===== src/rtl/wb_port_arbiter_if.sv =====
// Write-port bus between the writeback mux / long-latency unit and the regfile arbiter.
// The slave side is the arbiter; the master side drives pipeline and LU results.
interface wb_port_arbiter_if #(
  parameter int W     = 32,
  parameter int AW    = 5,
  parameter int DEPTH = 4
);
  localparam int CW = $clog2(DEPTH) + 1;

  logic          RegWriteW;
  logic [AW-1:0] RdW;
  logic [W-1:0]  ResultW;
  logic          lu_valid;
  logic          lu_ready;
  logic [AW-1:0] lu_rd;
  logic [W-1:0]  lu_data;
  logic          stall_req;
  logic          rf_we;
  logic [AW-1:0] rf_addr;
  logic [W-1:0]  rf_wd;
  logic [CW-1:0] pend_cnt;

  modport slave (
    input  RegWriteW, RdW, ResultW, lu_valid, lu_rd, lu_data,
    output lu_ready, stall_req, rf_we, rf_addr, rf_wd, pend_cnt
  );

  modport master (
    output RegWriteW, RdW, ResultW, lu_valid, lu_rd, lu_data,
    input  lu_ready, stall_req, rf_we, rf_addr, rf_wd, pend_cnt
  );
endinterface


===== src/rtl/wb_port_arbiter.sv =====
// Regfile write-port arbiter: pipeline writes win, LU results queue and drain in idle
// slots, and a starvation timer requests a writeback bubble when the queue head waits too long.
module wb_port_arbiter #(
  parameter int W        = 32,
  parameter int AW       = 5,
  parameter int DEPTH    = 4,
  parameter int MAX_WAIT = 8
) (
  input  logic               clk,
  input  logic               rst_n,
  wb_port_arbiter_if.slave   bus
);
  localparam int PW  = $clog2(DEPTH);
  localparam int CW  = PW + 1;
  localparam int WCW = $clog2(MAX_WAIT + 1);

  typedef enum logic [1:0] {IDLE, WAIT, FORCE} state_t;

  state_t         state;
  logic [AW-1:0]  q_rd   [DEPTH];
  logic [W-1:0]   q_data [DEPTH];
  logic [PW-1:0]  wr_ptr, rd_ptr;
  logic [CW-1:0]  count, count_nxt;
  logic [WCW-1:0] wait_cnt;
  logic           stall_q;
  logic           full, empty, pipe_wr, pop, push;

  assign full    = (count == CW'(DEPTH));
  assign empty   = (count == '0);
  // Gating with rst_n keeps the write port quiet for the whole reset window.
  assign pipe_wr = rst_n && bus.RegWriteW && (bus.RdW != '0);
  assign pop     = !pipe_wr && !empty;
  // x0 results complete the handshake but are dropped on the floor.
  assign push    = bus.lu_valid && !full && (bus.lu_rd != '0);
  assign count_nxt = count + CW'(push) - CW'(pop);

  assign bus.lu_ready  = !full;
  assign bus.pend_cnt  = count;
  assign bus.stall_req = stall_q;

  always_comb begin
    bus.rf_we   = 1'b0;
    bus.rf_addr = '0;
    bus.rf_wd   = '0;
    if (pipe_wr) begin
      bus.rf_we   = 1'b1;
      bus.rf_addr = bus.RdW;
      bus.rf_wd   = bus.ResultW;
    end else if (!empty) begin
      bus.rf_we   = 1'b1;
      bus.rf_addr = q_rd[rd_ptr];
      bus.rf_wd   = q_data[rd_ptr];
    end
  end

  always_ff @(posedge clk) begin
    if (push) begin
      q_rd[wr_ptr]   <= bus.lu_rd;
      q_data[wr_ptr] <= bus.lu_data;
    end
  end

  always_ff @(posedge clk or negedge rst_n) begin
    if (!rst_n) begin
      wr_ptr   <= '0;
      rd_ptr   <= '0;
      count    <= '0;
      wait_cnt <= '0;
    end else begin
      if (push) wr_ptr <= wr_ptr + PW'(1);
      if (pop)  rd_ptr <= rd_ptr + PW'(1);
      count <= count_nxt;
      if (pop || empty)
        wait_cnt <= '0;
      else if (wait_cnt != WCW'(MAX_WAIT))
        wait_cnt <= wait_cnt + WCW'(1);
    end
  end

  always_ff @(posedge clk or negedge rst_n) begin
    if (!rst_n) begin
      state   <= IDLE;
      stall_q <= 1'b0;
    end else begin
      case (state)
        IDLE: if (push) state <= WAIT;
        WAIT: begin
          if (pop && count_nxt == '0) begin
            state <= IDLE;
          end else if (!pop && wait_cnt >= WCW'(MAX_WAIT - 1)) begin
            state   <= FORCE;
            stall_q <= 1'b1;
          end
        end
        // Stay here while the pipeline keeps winning; only a pop releases the bubble.
        FORCE: begin
          if (pop) begin
            stall_q <= 1'b0;
            state   <= (count_nxt == '0) ? IDLE : WAIT;
          end
        end
        default: begin
          state   <= IDLE;
          stall_q <= 1'b0;
        end
      endcase
    end
  end
endmodule


===== src/flat_wrapper.sv =====
// flat-port wrapper written by rule: the top's interface ports become plain ports
module wb_port_arbiter_flat 
#(
  parameter int W        = 32,
  parameter int AW       = 5,
  parameter int DEPTH    = 4,
  parameter int MAX_WAIT = 8
)
  (clk, rst_n, bus_RegWriteW, bus_RdW, bus_ResultW, bus_lu_valid, bus_lu_rd, bus_lu_data, bus_lu_ready, bus_stall_req, bus_rf_we, bus_rf_addr, bus_rf_wd, bus_pend_cnt);
  wb_port_arbiter_if #(.W(W), .AW(AW), .DEPTH(DEPTH)) bus_i ();
  input  logic clk;
  input  logic rst_n;
  input wire logic [$bits(bus_i.RegWriteW)-1:0] bus_RegWriteW;
  input wire logic [$bits(bus_i.RdW)-1:0] bus_RdW;
  input wire logic [$bits(bus_i.ResultW)-1:0] bus_ResultW;
  input wire logic [$bits(bus_i.lu_valid)-1:0] bus_lu_valid;
  input wire logic [$bits(bus_i.lu_rd)-1:0] bus_lu_rd;
  input wire logic [$bits(bus_i.lu_data)-1:0] bus_lu_data;
  output wire logic [$bits(bus_i.lu_ready)-1:0] bus_lu_ready;
  output wire logic [$bits(bus_i.stall_req)-1:0] bus_stall_req;
  output wire logic [$bits(bus_i.rf_we)-1:0] bus_rf_we;
  output wire logic [$bits(bus_i.rf_addr)-1:0] bus_rf_addr;
  output wire logic [$bits(bus_i.rf_wd)-1:0] bus_rf_wd;
  output wire logic [$bits(bus_i.pend_cnt)-1:0] bus_pend_cnt;
  assign bus_i.RegWriteW = bus_RegWriteW;
  assign bus_i.RdW = bus_RdW;
  assign bus_i.ResultW = bus_ResultW;
  assign bus_i.lu_valid = bus_lu_valid;
  assign bus_i.lu_rd = bus_lu_rd;
  assign bus_i.lu_data = bus_lu_data;
  assign bus_lu_ready = bus_i.lu_ready;
  assign bus_stall_req = bus_i.stall_req;
  assign bus_rf_we = bus_i.rf_we;
  assign bus_rf_addr = bus_i.rf_addr;
  assign bus_rf_wd = bus_i.rf_wd;
  assign bus_pend_cnt = bus_i.pend_cnt;
  wb_port_arbiter #(.W(W), .AW(AW), .DEPTH(DEPTH), .MAX_WAIT(MAX_WAIT)) u_core (.clk(clk), .rst_n(rst_n), .bus(bus_i));
endmodule

===== config.mk =====
export PLATFORM = sky130hd
export DESIGN_NAME = wb_port_arbiter_flat
export DESIGN_NICKNAME = d
export VERILOG_FILES = /design/src/rtl/wb_port_arbiter_if.sv /design/src/rtl/wb_port_arbiter.sv /design/src/flat_wrapper.sv
export SDC_FILE = /design/constraint.sdc
export NUM_CORES = 1
export LEC_CHECK = 0
export CAP_MARGIN = 25
export CORE_AREA = 2 2 115 173
export CTS_CLUSTER_DIAMETER = 100
export CTS_CLUSTER_SIZE = 40
export DETAILED_ROUTE_END_ITERATION = 10
export DIE_AREA = 0 0 117 175
export HOLD_SLACK_MARGIN = 0.08
export SYNTH_ARGS = -nofsm -noshare
export SYNTH_HDL_FRONTEND = slang
export SYNTH_SLANG_ARGS = --single-unit

===== constraint.sdc =====
create_clock -name clk -period 6.75 [get_ports clk]
set_clock_uncertainty 0.2 [all_clocks]
set_input_delay 1.6875 -clock clk [delete_from_list [all_inputs] [get_ports clk]]
set_output_delay 1.6875 -clock clk [all_outputs]
set_load 0.03 [all_outputs]

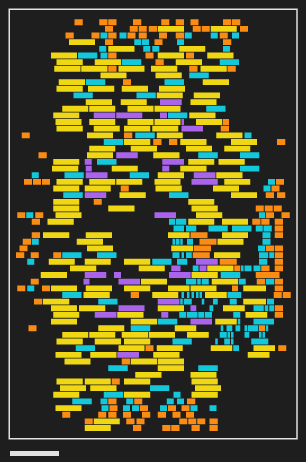
run_1/placement_by_type.png
Bar = 20 µm.
Purple is clock drivers and dummy loads, cells 31. Yellow is sequential cells, cells 162. Orange is remaining buffers and delay cells, cells 130. Cyan is combinational and other logic, cells 139.

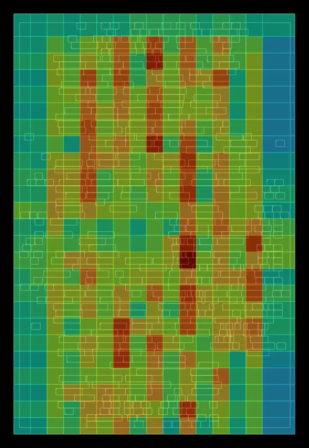
run_1/congestion.png
average wire length per cell after detail routing: 19.19 µm
Final Util: 0.4598
all-layer global routing usage: 0.1447
global routing met1 resource utilization: 0.1656

==> notes.md, run 1 <==
Main metrics from the flow reports.

The register-to-register setup slack is 3320 ps. The first TritonRoute pass finished after 4 iterations. The count of pins over their slew limit came out at 0. The final hold violation count recorded for this run is 0. The final sequential cell count is 162. The hold-fix buffer count after cts is 0. The number of enable-type register cells in the synthesized netlist is 148.

The number of vias per cell is 4.901. The worst hold-check path type is register to register. The count of multi-input gates is 129. The minimum clock period after layout came out at 6022 ps.

The share of async-settable or async-resettable flops after synthesis came out at 0.08642. The library cell used most frequently in the layout, excluding fill and tap cells, is sky130_fd_sc_hd__edfxtp_1. The report shows a maximum critical-path fanout of 37. The number of DRC violations after detailed-routing iteration 0 is 153.

STA classifies the critical path endpoint as an output port. The deepest level of the CTS H-tree came out at 4. The layout overhead on the synthesized area came out at 33.36%. The floorplan core density came out at 0.3448. The library cells used most frequently in the layout, excluding fill and tap cells, are 148 x sky130_fd_sc_hd__edfxtp_1, 120 x sky130_fd_sc_hd__clkdlybuf4s50_1, 37 x sky130_fd_sc_hd__mux4_2.

In the finished design, the share of the clock period the worst path needs comes to 0.8922. The count of maximum capacitance violations is 0. The TritonCTS clock tree is yes. The buffer count from post-CTS setup fixing is 0.

During synthesis, Yosys emitted a total of 0 warnings. OpenSTA, run right after detailed placement, puts the worst setup slack at 693.5 ps. The chip occupies 20480 µm². According to the tapcell log, the count of inserted taps is 256.

The clock root buffer master is sky130_fd_sc_hd__clkbuf_16. The OpenROAD report gives the critical path a data arrival time of 4130 ps. The routed length on met1 came out at 5.340 mm. The share of post-route cells with drive strength above 1 is 0.1861. The number of nets with antenna violations after detailed routing came out at 0.

The area of all placed cells without fillers is 8738 µm². The total number of nets in the final design came out at 537. The final weighted congestion in routability-driven placement is 0.6728. On the worst setup and hold paths after CTS, the clock-pin slew comes to 60 ps. In this run the power density over the cells is 432.2 nW/µm². The source-to-sink clock delay at the later pin of the worst-skew pair is 410 ps. The clock passes through at most 2 buffers.

For reference, the most critical setup path is categorized as input port to output port. The number of clock sinks is 162. The leakage component of the power came out at 0.002999 µW. The slew at the pin closest to its max-slew limit came out at 838.4 ps. The synthesized chip area reported by yosys is 6553 µm². Per the finish-stage timing summary, setup violations number 0.

The total global routing overflow came out at 0. The number of warnings in the stage logs is 30. In this run, distinct cell masters in the synthesized netlist total 35. The placeable core region is 19010 µm².

The data required time reported for the critical path is 4860 ps. The post-synthesis cell count is 318. The count of clock buffers in the final design came out at 17. For this design, Yosys synthesis ends with a cell count of 318. The synthesized area per cell is 20.61 µm². Before any placement, the netlist area is recorded as 6553 µm².

Summing all multi-input logic gate instances after layout gives 1619 µm². The sum of negative setup slack came out at 0 ps. The worst vdd rail ir drop is 0.0001683 V.

The initial antenna violation count is 0. The max-slew headroom at the worst pin came out at 0.4411. The nature of the critical path startpoint is an input port. Counting the inverters off the clock network in the layout gives 10. The primary flip-flop cell chosen by synthesis mapping is sky130_fd_sc_hd__edfxtp_1.

The port buffer count is 120. By area, the class that comes first in the final layout consists of flip-flops and latches. The sequential-to-total area share from yosys stat came out at 0.7317. In the final layout, the fill cell count is 1624. The count of non-CTS buffers in the layout is 130. The area taken by flip-flops and latches is 4797 µm². The routed layout has 3519 vias. The proportion of final cell area spent on non-clock buffers came out at 0.1555. The instance area after placement is 8105 µm². The flow ran to the end, and the final reports show no timing, DRC or antenna violations. The wire length on met3 is 495 µm.

Setup repair after global routing left no endpoint under its margin. The TritonCTS buffer count came out at 17. The number of instances resized during post-cts repair is 0.

After layout, the worst setup slack is 727.8 ps. The via count of the first global-routing pass came out at 3927. The number of nets at floorplan is 405. The floorplan die width is 117 µm.

The y dimension of the die came out at 175 µm. The final worst hold slack is 320.5 ps. The number of placement rows is 62. The maximum number of pins on one net before global-route repair is 39.

Detailed routing placed a total of 7.724 mm of wire on met2. After legalization and detailed placement, the total HPWL measured 8.926 mm. The number of remaining DRC errors is 0. Wires add up to 13.78 mm.

After detailed routing, no signal wire sits above met4. The fraction of cell area in sequential cells is reported as 0.5490. The logic gate fraction of the total cell area is 0.1853.

For this design the top-level I/O count stands at 121. The number of antenna diodes in the final layout is 0. The first-pass GRT wire length came out at 21.59 mm. The register bit total from synthesis is 162. The highest clock frequency the design can meet came out at 166.1 MHz. The clock network area share came out at 0.06930.
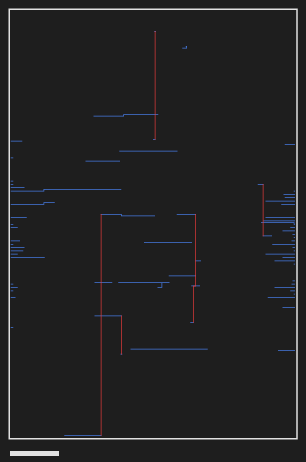
run_1/wires.png
Bar = 20 µm. Two of the layers only.
Blue is metal 3, wire length 495 µm. Red is metal 4, wire length 217 µm.

[run 1: final timing paths]
kind / from / endpoint / cells after the start
min in group asynchronous: rst_n / u_core.rd_ptr[1] / 1
setup reg to reg: u_core.bus.pend_cnt[1] / u_core.state[0] / 12
max in group asynchronous: rst_n / u_core.wr_ptr[1] / 2
setup / recovery: rst_n / bus_rf_wd[9] / 4
hold / removal: u_core.state[1] / u_core.bus.stall_req / 1
hold reg to reg: u_core.state[1] / u_core.bus.stall_req / 1
[run 1: flip-flops by register name (all words and copies together) (netlist names)]
| register | cells |
|---|---|
| u_core.bus.pend_cnt | 3 |
| u_core.rd_ptr | 2 |
| u_core.q_rd | 20 |
| u_core.bus.stall_req | 1 |
| u_core.wr_ptr | 2 |
| u_core.wait_cnt | 4 |
| u_core.state | 2 |
| u_core.q_data | 128 |
[run 1: cell families after synthesis]
logic type               synth area share
flip-flops                         0.7317
AND-OR/OR-AND                     0.06492
multiplexers                       0.1287
buffers and inverters             0.02215
AND/OR/NAND/NOR                   0.02253
adder cells (fa/ha/maj)           0.01833
XOR/XNOR                          0.01165
[run 1: through the flow]
| stage | power (µW) | instances |
|---|---|---|
| 6_report | 3777 | 718 |
| 5_1_grt | 3966 | 718 |
| 4_1_cts | 3818 | 717 |
| 3_5_place_dp | 2835 | 686 |
| 3_3_place_gp | 2764 | 681 |
| 2_1_floorplan | 2294 | 318 |
[run 1: power by group]
| group | internal (µW) | total, µW | switching, µW | leakage (µW) |
|---|---|---|---|---|
| Sequential | 1310 | 1420 | 107 | 0.00152 |
| Combinational | 673 | 1380 | 709 | 0.00119 |
| Clock | 586 | 974 | 387 | 0.000286 |
[run 1: metal layers]
layer,vias to the layer above,global-route usage
li1,1597,-
met1,1827,0.1656
met2,83,0.2596
met3,12,0.02914
met4,0,0.05833
met5,-,0
[run 1: critical path, cell delays in order]
cell and delay, ps:
sky130_fd_sc_hd__clkdlybuf4s50_1 660, sky130_fd_sc_hd__o311a_2 810, sky130_fd_sc_hd__a22o_1 270, sky130_fd_sc_hd__clkdlybuf4s50_1 680
[run 1: synth_stat cells, types with 3 or more instances]
| library cell | instances | share of area |
|---|---|---|
| sky130_fd_sc_hd__edfxtp_1 | 148 | 0.68 |
| sky130_fd_sc_hd__mux4_2 | 37 | 0.13 |
| sky130_fd_sc_hd__a22o_1 | 35 | 0.047 |
| sky130_fd_sc_hd__dfrtp_1 | 14 | 0.053 |
| sky130_fd_sc_hd__inv_1 | 10 | 0.0057 |
| sky130_fd_sc_hd__buf_2 | 8 | 0.0061 |
| sky130_fd_sc_hd__ha_1 | 8 | 0.015 |
| sky130_fd_sc_hd__nor2_1 | 6 | 0.0034 |
| sky130_fd_sc_hd__nand2_1 | 5 | 0.0029 |
| sky130_fd_sc_hd__and2_1 | 4 | 0.0038 |
| sky130_fd_sc_hd__buf_6 | 4 | 0.0069 |
| sky130_fd_sc_hd__clkbuf_1 | 4 | 0.0023 |
| sky130_fd_sc_hd__nand2b_1 | 3 | 0.0029 |
| sky130_fd_sc_hd__xnor2_1 | 3 | 0.0040 |
| sky130_fd_sc_hd__xor2_1 | 3 | 0.0040 |
run_1/flops_by_reg.png
Bar = 20 µm. Other sequential cells in the stronger grey, the rest of the logic in the fainter grey.
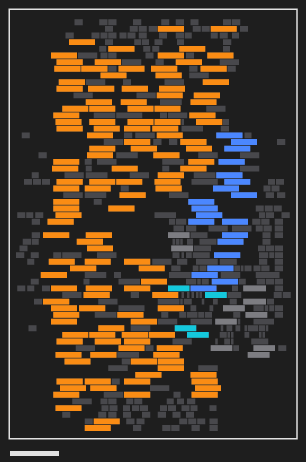

==> run 2, diff against run 1 <==
--- a/config.mk
+++ b/config.mk
@@ -11,6 +11,7 @@
 export CTS_CLUSTER_SIZE = 40
 export DETAILED_ROUTE_END_ITERATION = 10
 export DIE_AREA = 0 0 117 175
+export GPL_ROUTABILITY_DRIVEN = 0
 export HOLD_SLACK_MARGIN = 0.08
 export SYNTH_ARGS = -nofsm -noshare
 export SYNTH_HDL_FRONTEND = slang
==> constraint.sdc (replaced) <==
create_clock -name clk -period 6.5 [get_ports clk]
set_clock_uncertainty 0.2 [all_clocks]
set_input_delay 1.625 -clock clk [delete_from_list [all_inputs] [get_ports clk]]
set_output_delay 1.625 -clock clk [all_outputs]
set_load 0.03 [all_outputs]
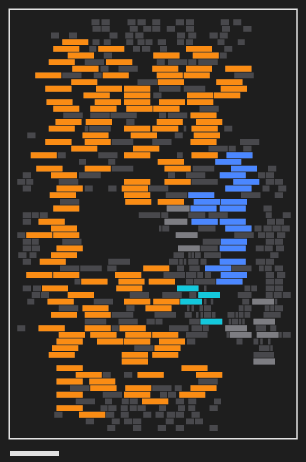
run_2/flops_by_reg.png
Bar = 20 µm. Other sequential cells in the stronger grey, the rest of the logic in the fainter grey.
Cyan is u_core.wait_cnt, sequential cells 4. Orange is u_core.q_data, sequential cells 128. Blue is u_core.q_rd, sequential cells 20, where east.

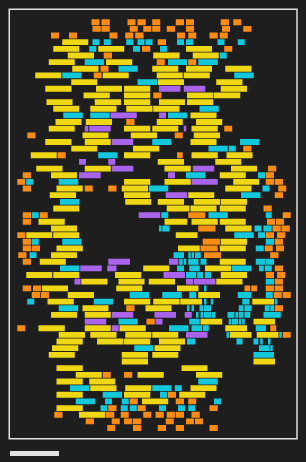
run_2/placement_by_type.png
Bar = 20 µm.
core area: 19010 µm²
standard-cell rows: 62
Final Util: 0.4577
post-route cell area: 8700 µm²

==> notes.md, run 2 <==
Main metrics from the flow reports.

After clock tree synthesis, the repair step resized 0 gates. In this run the critical path is formed by clkdlybuf4s50_1 -> or3_1 -> o311a_2 -> a22o_1 -> clkdlybuf4s50_1. The first-pass GRT wire length came out at 20.59 mm.

The analysis reports a worst IR drop on VDD of 0.0001817 V. The unique cell type count in the Yosys netlist is 35. Yosys printed 0 warnings. The area share of the largest cell type after synthesis came out at 0.6783. The average wire length per cell after detail routing is 18.59 µm. The number of remaining DRC errors came out at 0.

The minimum clock period after layout came out at 5898 ps. The register bit total from synthesis came out at 162. The total number of nets in the final design is 536.

The number of diodes added for antenna fixing came out at 0. The setup-violating endpoint count in the final report is 0. The type recorded for the worst min-delay path is register to register.

The slowest stage of the critical path belongs to the cell sky130_fd_sc_hd__o311a_2. For hold timing, the worst endpoint is u_core.bus.stall_req. The leakage component of the power is 0.002990 µW.

In the global route stage, overall resource usage came out at 0.1376. The total I/O pin count is 121. For this run, the detailed router's first-pass iteration total came to 4. Across all setup checks in the final design, the least slack found is 601.9 ps. The TritonCTS clock tree is yes. The total global routing overflow is 0. The number of instances on the worst hold path came out at 1. The clock root buffer master is sky130_fd_sc_hd__clkbuf_16. The synthesized netlist occupies a cell area of 6553 µm². The biggest cell delay along the critical path is 650 ps. At the worst endpoint, the required time is 4680 ps. The filler cell count is 1667. The flow ran to the end, and the final reports show no timing, DRC or antenna violations. The nature of the critical path startpoint is an input port. The port buffer count is 120.

STA classifies the critical path endpoint as an output port. The max-slew check reports its worst relative slack as 0.4238. The highest clock frequency the design can meet came out at 169.5 MHz. The register-to-register setup slack is 3060 ps. The script computed a power per unit cell area of 444.3 nW/µm². The share of post-route cells with drive strength above 1 came out at 0.1861. The largest registers in the layout are u_core.q_data x128, u_core.q_rd x20, u_core.wait_cnt x4.

The final critical-path share of the clock period came out at 0.9074. The initial antenna violation count is 0. The most common logic cell in the routed design is sky130_fd_sc_hd__edfxtp_1. The first routing iteration left 163 violations. The setup slack at placement is 587.0 ps. The area taken by multi-input logic gates is 1619 µm². The deepest level of the CTS H-tree is 4. The number of enable-type register cells in the synthesized netlist is 148. The number of nets with antenna violations after detailed routing came out at 0. Setup repair after global routing left no endpoint under its margin. The critical path class is input port to output port. The hold-fix buffer count after cts came out at 0. The maximum fanout along the worst path is 37. The synthesized netlist was found by Yosys to have 318 cells. The depth of the most critical reg-to-reg path is 12. The most common cell in the synthesized netlist is sky130_fd_sc_hd__edfxtp_1. Of all cell types, the one taking the most synthesized area is sky130_fd_sc_hd__edfxtp_1. In this run the most critical hold path is launched from u_core.state[1]. The share of async-settable or async-resettable flops after synthesis is 0.08642. The cell count after synthesis came out at 318. The number of warnings in the stage logs is 30. The maximum number of pins on one net before global-route repair is 39. The number of vias per cell came out at 4.880. Each instance of the synthesized netlist takes up on average 20.61 µm². The primary flip-flop cell chosen by synthesis mapping is sky130_fd_sc_hd__edfxtp_1. In the synthesis report, Yosys lists the chip area as 6553 µm².
==> run 2: layout make-up <==
| cell class | instances | area share |
|---|---|---|
| clock buffer | 17 | 0.04890 |
| timing repair buffer | 129 | 0.1530 |
| tap | 256 | 0.03682 |
| sequential | 162 | 0.5514 |
| clock inverter | 15 | 0.01942 |
| inverter | 10 | 0.004315 |
| multi-input combinational | 129 | 0.1861 |
==> run 2: metal layers <==
layer / vias to the layer above / GRT usage / wire length, µm
met4: 0 / 0.04706 / 206
met5: - / 0 / 0
met2: 85 / 0.2452 / 7342
met3: 10 / 0.03607 / 519
li1: 1590 / - / -
met1: 1819 / 0.1574 / 5279
==> run 2: power breakdown <==
group          internal [µW]  leakage (µW)  switching (µW)
registers               1360       0.00152            87.0
clock network            577      0.000290             413
logic                    680       0.00118             745
total                   2620       0.00299            1240
==> run 2: logic make-up after synthesis <==
kind of cell / Yosys count / share of synthesized area
AND-OR/OR-AND: 49 / 0.06492
XOR/XNOR: 7 / 0.01165
adder cells (fa/ha/maj): 9 / 0.01833
buffers and inverters: 27 / 0.02215
flip-flops: 162 / 0.7317
multiplexers: 38 / 0.1287
AND/OR/NAND/NOR: 26 / 0.02253
==> run 2: metrics by stage <==
| step | hold WS [ps] | total power [µW] | util |
|---|---|---|---|
| after floorplan | 276.0 | 2382 | - |
| after global placement | 304.0 | 2871 | 0.4212 |
| after detailed placement | 313.9 | 2923 | 0.4254 |
| after CTS | 328.0 | 3915 | 0.4567 |
| after global routing | 382.1 | 4051 | 0.4577 |
| final | 332.5 | 3866 | 0.4577 |
==> run 2: how the worst max path moves through the flow <==
stage / start / end / slack [ps] / depth (start not counted)
after detailed placement: bus_RdW[0] / bus_rf_wd[25] / 590 / 5
after global routing: rst_n / bus_rf_wd[25] / 470 / 4
after floorplan: bus_RdW[0] / bus_rf_addr[0] / 1810 / 5
after global placement: bus_RdW[0] / bus_rf_wd[24] / 660 / 5
final: bus_RdW[0] / bus_rf_wd[25] / 600 / 5
after CTS: bus_RdW[0] / bus_rf_wd[25] / 580 / 5
==> run 2: critical path, delay by kind of cell <==
kind,cells,cell delay [ps]
AND/OR/NAND/NOR,1,380
AND-OR/OR-AND,2,1000
buffers and inverters,2,1060
==> run 3, diff against run 2 <==
--- a/config.mk
+++ b/config.mk
@@ -16,3 +16,4 @@
 export SYNTH_ARGS = -nofsm -noshare
 export SYNTH_HDL_FRONTEND = slang
 export SYNTH_SLANG_ARGS = --single-unit
+export TNS_END_PERCENT = 5
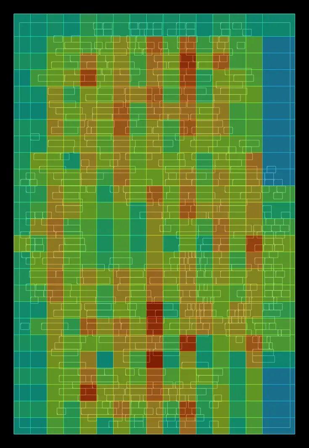
run_3/congestion.png
busiest layer in global routing: met2
global routing met1 resource utilization: 0.1574
all-layer global routing usage: 0.1376

==> notes.md, run 3 <==
Main metrics from the flow reports.

The run finished with clean final reports. For reference, the most critical setup path is categorized as input port to output port. Per the repair_timing log after CTS, setup buffers inserted total 0. STA puts the critical path data arrival time at 4070 ps. The number of iterations in the first detailed-routing pass is 4. The final critical-path share of the clock period is 0.9074. The initial utilization of the core area, before any placement, comes to 0.3448.

Looking at the hold checks, the worst path lands on u_core.bus.stall_req. The area of all placed cells without fillers is 8700 µm². Per Yosys stat, the portion of area used by sequential elements is 0.7317.

The deepest level of the CTS H-tree came out at 4. 121 I/O pins were placed. The cell sequence reported for the critical path is clkdlybuf4s50_1 -> or3_1 -> o311a_2 -> a22o_1 -> clkdlybuf4s50_1. Per the log, the first TritonRoute iteration ended with a DRC count of 163. The setup-violating endpoint count in the final report is 0.

The instance area after placement is 8085 µm². After synthesis, the cell types taking the most area are sky130_fd_sc_hd__edfxtp_1 68%, sky130_fd_sc_hd__mux4_2 13%, sky130_fd_sc_hd__dfrtp_1 5.3%. The filler cell count came out at 1667.

Looking at the clock tree report, the root buffer type is sky130_fd_sc_hd__clkbuf_16. The capture point of the worst register-to-register path is recorded as u_core.state[0]. The dominant cell type by count on the critical path is sky130_fd_sc_hd__clkdlybuf4s50_1.

The largest register by flop count is u_core.q_data. Leaving out fill and tap cells, the most frequent cells in the layout are 148 x sky130_fd_sc_hd__edfxtp_1, 120 x sky130_fd_sc_hd__clkdlybuf4s50_1, 37 x sky130_fd_sc_hd__mux4_2. The total count of hold-check failures in the final report came out at 0. The slew at the pin closest to its max-slew limit came out at 864.2 ps. The number of warnings reported in the stage logs is 30. VDD sags by at most 0.0001817 V. Leaving out fill and tap cells, the most frequent cell in the layout is sky130_fd_sc_hd__edfxtp_1. The max-slew headroom at the worst pin is 0.4238. sky130_fd_sc_hd__edfxtp_1 takes more of the synthesized area than any other cell.

The region available for standard cell placement spans 19010 µm². The net count of the finished layout is 536. The total die size came out at 20480 µm². The clock passes through at most 2 buffers.

The power report puts the leakage power at 0.002990 µW. Sorting the synthesized cells by how often they occur yields 148 x sky130_fd_sc_hd__edfxtp_1, 37 x sky130_fd_sc_hd__mux4_2, 35 x sky130_fd_sc_hd__a22o_1. The synthesized area per cell is 20.61 µm².

The share of async-settable or async-resettable flops after synthesis is 0.08642. The post-synthesis cell count is 318. The power density over cell area is 444.3 nW/µm². The maximum fanout along the worst path came out at 37. According to the Yosys statistics, the synthesized design has a chip area of 6553 µm². The source-to-sink clock delay at the later pin of the worst-skew pair is 410 ps. The count of maximum capacitance violations came out at 0. The floorplan die width came out at 117 µm.

The register-to-register setup slack came out at 3060 ps. Adding up every negative setup slack in the final design gives 0 ps. The post-synthesis cell count from yosys came out at 318.

The initial antenna violation count is 0. On the critical path the largest part of the delay comes from buffers and inverters. The worst hold-check path type is register to register. The maximum number of pins on one net before global-route repair came out at 39. The count of pins over their slew limit came out at 0. The biggest cell delay along the critical path is 650 ps.

The repair_antennas step left the layout with diodes totalling 0. The number of enable-type register cells in the synthesized netlist is 148. In this run, distinct cell masters in the synthesized netlist total 35. The largest registers in the layout are u_core.q_data x128, u_core.q_rd x20, u_core.wait_cnt x4. The TritonCTS clock tree is yes. The standard cell with the maximum stage delay on the critical path is sky130_fd_sc_hd__o311a_2. The layout overhead on the synthesized area is 32.77%. STA classifies the critical path startpoint as an input port. The first global-routing pass estimated 20.59 mm of wire. The number of clock sinks came out at 162. The depth of the most critical reg-to-reg path came out at 12.

The register bit total from synthesis is 162. The total global routing overflow came out at 0. The worst min-delay path startpoint is u_core.state[1]. The dominant cell by count in the synthesized netlist is sky130_fd_sc_hd__edfxtp_1.

Setup repair after global routing left no endpoint under its margin. The TritonCTS buffer count is 17. In the final layout, the share of cells above drive strength 1 is 0.1861. The y dimension of the die is 175 µm.

The hold-fix buffer count after cts is 0. The number of nets at floorplan came out at 405. The via count of the first global-routing pass is 3842. Per the post-CTS timing run, clock transition at the registers of the reported paths is 60 ps. The post-detailed-placement half-perimeter wirelength came out at 8.713 mm. The required time at the worst endpoint is listed as 4680 ps. Gates resized during post-CTS repair numbered 0. In the routed design, unresolved DRC markers number 0. Counting both buffers and inverters, the worst setup path holds a total of 2. The number of nets with antenna violations after detailed routing came out at 0.

Along the worst hold path, the cell count comes to 1. The port buffer count came out at 120. Derived from the worst setup path, the maximum achievable clock frequency is 169.5 MHz.

The nature of the critical path endpoint is an output port. The register with the most flip-flops in the layout has 128 of them. The number of placement rows came out at 62. For the finished layout, the period the worst path requires is 5898 ps. During synthesis, Yosys emitted a total of 0 warnings. Among all flip-flop cells after synthesis, the most frequent one is sky130_fd_sc_hd__edfxtp_1. The area share of the largest cell type after synthesis came out at 0.6783. The number of vias per cell is 4.880. The launch point of the worst register-to-register path is recorded as u_core.bus.pend_cnt[1]. The post-synthesis instance area came out at 6553 µm².
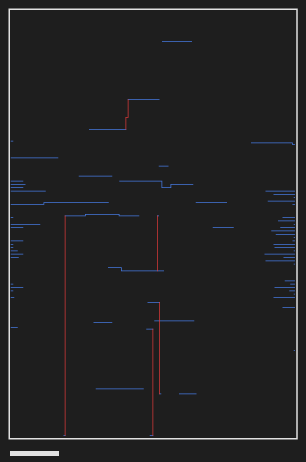
run_3/wires.png
Bar = 20 µm. Two of the layers only.
average wire length per cell after detail routing: 18.59 µm
total wire length: 13.35 mm
via count: 3504

-- run 3: cell counts after synthesis --
No cell type changed its count.
-- run 3: layout make-up --
class	instances	area [µm²]	area share
clock inverter	15	168.9	0.01942
clock buffer	17	425.4	0.04890
timing repair buffer	129	1331	0.1530
sequential	162	4797	0.5514
multi-input combinational	129	1619	0.1861
inverter	10	37.54	0.004315
tap	256	320.3	0.03682
-- run 3: stage by stage --
step	setup WS, ps	power, µW	utilization	hold WS [ps]	instances
global route	471.9	4051	0.4577	382.1	718
CTS	583.3	3915	0.4567	328.0	717
detailed placement	587.0	2923	0.4254	313.9	685
global placement	656.0	2871	0.4212	304.0	681
finish	601.9	3866	0.4577	332.5	718
floorplan	1805	2382	-	276.0	318
-- run 3: kinds of logic (layout without fill, tap and decap cells) --
family	after synthesis	after routing	synth area share
buf+inv	27	171	0.02215
xor+xnor	7	7	0.01165
fa+ha+maj	9	9	0.01833
mux	38	38	0.1287
flops	162	162	0.7317
simple gates	26	26	0.02253
compound gates	49	49	0.06492
-- run 3: power by group --
part / total [µW] / switching (µW) / internal (µW)
registers: 1450 / 87.0 / 1360
clock network: 989 / 413 / 577
logic: 1430 / 745 / 680
-- run 3: worst max-delay path by stage --
stage | start | to | slack [ps] | cells past startpoint
after global routing | rst_n | bus_rf_wd[25] | 470 | 4
final | bus_RdW[0] | bus_rf_wd[25] | 600 | 5
after global placement | bus_RdW[0] | bus_rf_wd[24] | 660 | 5
after detailed placement | bus_RdW[0] | bus_rf_wd[25] | 590 | 5
after floorplan | bus_RdW[0] | bus_rf_addr[0] | 1810 | 5
after CTS | bus_RdW[0] | bus_rf_wd[25] | 580 | 5
-- run 3: routing by layer --
metal  vias up  global-route usage  part of all wire
met5         -                   0                 0
met4         0             0.04706             0.015
met3        10             0.03607             0.039
met2        85              0.2452              0.55
met1      1819              0.1574              0.40
li1       1590                   -                 -
-- run 3: worst register-to-register path, cell delays in order (launching register included) --
cell	delay [ps]
sky130_fd_sc_hd__dfrtp_1	440
sky130_fd_sc_hd__nor3_1	510
sky130_fd_sc_hd__nor3_4	90
sky130_fd_sc_hd__buf_4	220
sky130_fd_sc_hd__ha_1	280
sky130_fd_sc_hd__inv_1	50
sky130_fd_sc_hd__ha_1	130
sky130_fd_sc_hd__inv_1	50
sky130_fd_sc_hd__fa_1	380
sky130_fd_sc_hd__xor3_1	200
sky130_fd_sc_hd__or3_1	350
sky130_fd_sc_hd__a211oi_1	290
sky130_fd_sc_hd__o32ai_1	120
No activity file was given, so power comes from the tool's default toggle rates.
